File: config.mk
export PLATFORM = sky130hd
export DESIGN_NAME = fp_mult_pipe_flat
export DESIGN_NICKNAME = d
export VERILOG_FILES = /design/src/rtl/fp_mult_pipe_if.sv /design/src/rtl/fp_mult_pipe.sv /design/src/flat_wrapper.sv
export SDC_FILE = /design/constraint.sdc
export NUM_CORES = 2
export LEC_CHECK = 0
export CORE_MARGIN = 1
export CORE_UTILIZATION = 50
export CTS_BUF_LIST = sky130_fd_sc_hd__clkbuf_2 sky130_fd_sc_hd__clkbuf_4 sky130_fd_sc_hd__clkbuf_8
export DETAILED_ROUTE_END_ITERATION = 6
export PLACE_DENSITY = 0.68
export SETUP_SLACK_MARGIN = 0.15
export SLEW_MARGIN = 25
export SYNTH_ARGS = -nofsm -noshare
export SYNTH_HDL_FRONTEND = slang
export SYNTH_SLANG_ARGS = --single-unit
File: constraint.sdc
create_clock -name clk -period 15.3 [get_ports clk]
set_input_delay 3.06 -clock clk [delete_from_list [all_inputs] [get_ports clk]]
set_output_delay 3.06 -clock clk [all_outputs]
set_load 0.05 [all_outputs]
File: src/rtl/fp_mult_pipe_if.sv
// Operand/result bundle for fp_mult_pipe. Defining FP_MULT_STICKY_STATUS_EN
// adds the sticky status clear input and the accumulated status output.
interface fp_mult_pipe_if;
   logic        in_valid;
   logic [31:0] a;
   logic [31:0] b;
   logic [2:0]  rnd;
   logic        out_valid;
   logic [31:0] z;
   logic [7:0]  status;
`ifdef FP_MULT_STICKY_STATUS_EN
   logic        sticky_clr;
   logic [7:0]  status_sticky;

   modport master (
      output in_valid, a, b, rnd, sticky_clr,
      input  out_valid, z, status, status_sticky
   );
   modport slave (
      input  in_valid, a, b, rnd, sticky_clr,
      output out_valid, z, status, status_sticky
   );
`else
   modport master (
      output in_valid, a, b, rnd,
      input  out_valid, z, status
   );
   modport slave (
      input  in_valid, a, b, rnd,
      output out_valid, z, status
   );
`endif
endinterface

File: src/rtl/fp_mult_pipe.sv
// Two-stage IEEE-754 single-precision multiplier, denormals flushed, no NaN encoding.
// Optional sticky status accumulator enabled by FP_MULT_STICKY_STATUS_EN.
module fp_mult_pipe #(
   parameter int LATENCY = 2
) (
   input logic          clk,
   input logic          rst,
   fp_mult_pipe_if.slave bus
);

   if (LATENCY != 2) begin : g_bad_latency
      $error("fp_mult_pipe only supports LATENCY = 2");
   end

   typedef enum logic [2:0] {
      RND_NEAR    = 3'b000,
      RND_ZERO    = 3'b001,
      RND_PINF    = 3'b010,
      RND_NINF    = 3'b011,
      RND_NEAR_UP = 3'b100,
      RND_AWAY    = 3'b101
   } rnd_e;

   typedef struct packed {
      logic inexact;
      logic huge;
      logic tiny;
      logic nan;
      logic inf;
      logic zero;
   } flags_t;

   // Stage 1: operand capture
   logic        s1_valid;
   logic [31:0] s1_a;
   logic [31:0] s1_b;
   logic [2:0]  s1_rnd;

   // NOTE: sequential state uses non-blocking assignments so every register
   // samples the pre-edge values of the others.
   always_ff @(posedge clk or negedge rst) begin
      if (!rst) begin
         s1_valid <= 1'b0;
         s1_a     <= '0;
         s1_b     <= '0;
         s1_rnd   <= '0;
      end else begin
         s1_valid <= bus.in_valid;
         s1_a     <= bus.a;
         s1_b     <= bus.b;
         s1_rnd   <= bus.rnd;
      end
   end

   // Stage 2 combinational datapath
   logic        sign;
   logic [7:0]  ea, eb;
   logic        a_zero, a_inf, b_zero, b_inf;
   logic [47:0] prod;
   logic        norm;
   logic [23:0] mant;
   logic        guard, sticky, round_up;
   logic [24:0] mant_r;
   logic [9:0]  exp_pre, exp_r;
   logic [22:0] frac;
   logic        overflow, underflow, sat_to_max, sat_to_min;
   flags_t      flags;
   logic [31:0] z_next;
   logic [7:0]  status_next;

   // NOTE: every variable driven here gets a default first, so no path
   // can leave one unassigned and infer a latch.
   always_comb begin
      sign     = s1_a[31] ^ s1_b[31];
      ea       = s1_a[30:23];
      eb       = s1_b[30:23];
      a_zero   = (ea == 8'h00);
      a_inf    = (ea == 8'hFF);
      b_zero   = (eb == 8'h00);
      b_inf    = (eb == 8'hFF);
      prod     = {24'b0, 1'b1, s1_a[22:0]} * {24'b0, 1'b1, s1_b[22:0]};
      norm     = prod[47];
      mant     = norm ? prod[47:24] : prod[46:23];
      guard    = norm ? prod[23] : prod[22];
      sticky   = norm ? (|prod[22:0]) : (|prod[21:0]);
      exp_pre  = {2'b0, ea} + {2'b0, eb} + {9'b0, norm} - 10'd127;

      round_up = 1'b0;
      case (s1_rnd)
         RND_ZERO:    round_up = 1'b0;
         RND_PINF:    round_up = ~sign & (guard | sticky);
         RND_NINF:    round_up = sign & (guard | sticky);
         RND_NEAR_UP: round_up = guard & (sticky | ~sign);
         RND_AWAY:    round_up = guard | sticky;
         default:     round_up = guard & (sticky | mant[0]);
      endcase

      // A rounding carry leaves 1.000...0, so only the exponent moves.
      mant_r    = {1'b0, mant} + {24'b0, round_up};
      exp_r     = exp_pre + {9'b0, mant_r[24]};
      frac      = mant_r[24] ? mant_r[23:1] : mant_r[22:0];
      overflow  = ($signed(exp_r) >= 10'sd255);
      underflow = ($signed(exp_r) <= 10'sd0);

      sat_to_max = (s1_rnd == RND_ZERO) || (s1_rnd == RND_PINF && sign) ||
                   (s1_rnd == RND_NINF && !sign);
      sat_to_min = (s1_rnd == RND_AWAY) || (s1_rnd == RND_PINF && !sign) ||
                   (s1_rnd == RND_NINF && sign);

      flags  = '0;
      z_next = {sign, 31'b0};
      if ((a_zero && b_inf) || (a_inf && b_zero)) begin
         z_next    = {sign, 8'hFF, 23'h0};
         flags.nan = 1'b1;
      end else if (a_inf || b_inf) begin
         z_next    = {sign, 8'hFF, 23'h0};
         flags.inf = 1'b1;
      end else if (a_zero || b_zero) begin
         flags.zero = 1'b1;
      end else if (overflow) begin
         flags.huge    = 1'b1;
         flags.inexact = 1'b1;
         if (sat_to_max) begin
            z_next = {sign, 8'hFE, 23'h7FFFFF};
         end else begin
            z_next    = {sign, 8'hFF, 23'h0};
            flags.inf = 1'b1;
         end
      end else if (underflow) begin
         flags.tiny    = 1'b1;
         flags.inexact = 1'b1;
         if (sat_to_min) begin
            z_next = {sign, 8'h01, 23'h0};
         end else begin
            flags.zero = 1'b1;
         end
      end else begin
         z_next        = {sign, exp_r[7:0], frac};
         flags.inexact = guard | sticky;
      end
      status_next = {2'b00, flags};
   end

   // Stage 2: result registers
   logic        out_valid_q;
   logic [31:0] z_q;
   logic [7:0]  status_q;

   always_ff @(posedge clk or negedge rst) begin
      if (!rst) begin
         out_valid_q <= 1'b0;
         z_q         <= '0;
         status_q    <= '0;
      end else begin
         out_valid_q <= s1_valid;
         z_q         <= z_next;
         status_q    <= status_next;
      end
   end

   assign bus.out_valid = out_valid_q;
   assign bus.z         = z_q;
   assign bus.status    = status_q;

`ifdef FP_MULT_STICKY_STATUS_EN
   logic [7:0] sticky_q;

   // Clear wins over a same-edge OR-in of a fresh status.
   always_ff @(posedge clk or negedge rst) begin
      if (!rst) begin
         sticky_q <= '0;
      end else if (bus.sticky_clr) begin
         sticky_q <= '0;
      end else if (s1_valid) begin
         sticky_q <= sticky_q | status_next;
      end
   end

   assign bus.status_sticky = sticky_q;
`endif

endmodule

File: src/flat_wrapper.sv
// flat-port wrapper written by rule: the top's interface ports become plain ports
module fp_mult_pipe_flat 
#(
   parameter int LATENCY = 2
)
  (clk, rst, bus_in_valid, bus_a, bus_b, bus_rnd, bus_out_valid, bus_z, bus_status);
  fp_mult_pipe_if bus_i ();
  input logic clk;
  input logic rst;
  input wire logic [$bits(bus_i.in_valid)-1:0] bus_in_valid;
  input wire logic [$bits(bus_i.a)-1:0] bus_a;
  input wire logic [$bits(bus_i.b)-1:0] bus_b;
  input wire logic [$bits(bus_i.rnd)-1:0] bus_rnd;
  output wire logic [$bits(bus_i.out_valid)-1:0] bus_out_valid;
  output wire logic [$bits(bus_i.z)-1:0] bus_z;
  output wire logic [$bits(bus_i.status)-1:0] bus_status;
  assign bus_i.in_valid = bus_in_valid;
  assign bus_i.a = bus_a;
  assign bus_i.b = bus_b;
  assign bus_i.rnd = bus_rnd;
  assign bus_out_valid = bus_i.out_valid;
  assign bus_z = bus_i.z;
  assign bus_status = bus_i.status;
  fp_mult_pipe #(.LATENCY(LATENCY)) u_core (.clk(clk), .rst(rst), .bus(bus_i));
endmodule
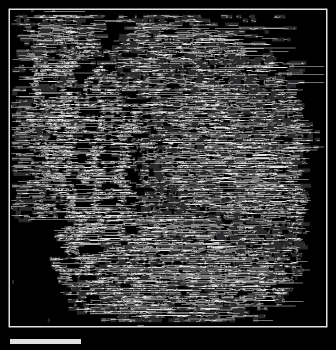
(the metal 1 layer)
Scale bar: 50 microns. Cells faint in the background.
share of all routed wire: 43%
longest straight run: 74.1 microns

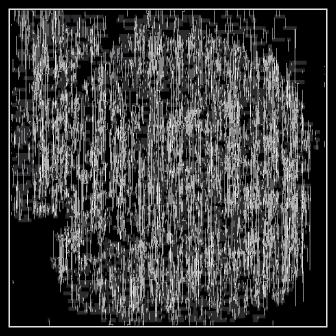
(metal 2)
Cells faint in the background.
wire length on this layer: 31.9 mm
main direction: vertical

==> results.txt <==
run metrics: Routed Antenna Nets 0, main area contributors fa_1 (39%), dfrtp_1 (11%), ha_1 (9.7%), nets 3505, Post-route DRC 0, Core Util, Final 54.6%, cts repair resizes 0, Cells after DPL 3406, ClkCell Share 0.818%, Final Non-Filler Cells 3422, top sig layer met4, GR Layer Usage met1 40.3%, Total GRT Usage 29.1%, TritonCTS clock tree built, Worst EP arrival 13.79 ns, Synth flops 107, aoi share 8.22%, slack of the critical path 1.90 ns, r2r startpoint u_core.s1_a[22], simple share 17.5%, Hold WS 0.363 ns, Core Rows 80, max incr delay on CP 1.05 ns, Area Overhead vs Synth 7.11%, logic share of the area 72.6%, yosys stat area 0.0246 sq mm, Multiplexer share 0.474%, clk_lat worst skew 0.49 ns, Final Cell Area 0.0263 sq mm, gr busiest metal met2, clock slew at reported path FFs 0.13 ns, DIE AREA 0.0500 sq mm, dominant kind of cell by area multi-input combinational cells, Post-DP HPWL 53700 microns, distinct lib cells 87, dominant kind of combinational cell adder cells, worst slew pin tran 1.16 ns, count of non-CTS inverters in the layout 598, initial antenna violation count 0, Tool Warnings 29, DR WL/cell 19.9 microns, DR WL met2 31900 microns, met3 Usage GRT 4.45%, met2 usage in global routing 46.9%, launch point of the worst path u_core.s1_a[22], fa+ha+maj area frac 49.1%, fmax 74.6 MHz, vias in the first global route 20600, global-route wire length before repair 112000 microns, Critical Path Sink u_core.bus.z[6], clk_skew 0.0335 ns, 1st-iter DRT viols 1268, Worst setup EP type register, starting density of the core 51.0%, drt first pass iters 5, final period utilization 87.6%, cell count in the Yosys report 2756, status finished clean, H-tree levels 3, clock root cell clkbuf_8, Post-synth EDFFs 0, Multi-In Gates 1917, Gate Count Post-Synth 2756, buffers and inverters on the worst path 7, CTS Buf Count 9, top-count cell post-synth inv_1, Gate Area 0.0191 sq mm, yosys xor share 2.41%, vias per cell 5.54, syn_area_per_cell 8.91 sq um, clock buf count 9, hold_sp u_core.s1_valid, flop share of the area 10.2%, setup TNS 0 ns, RSZ-0062 raised after global routing no
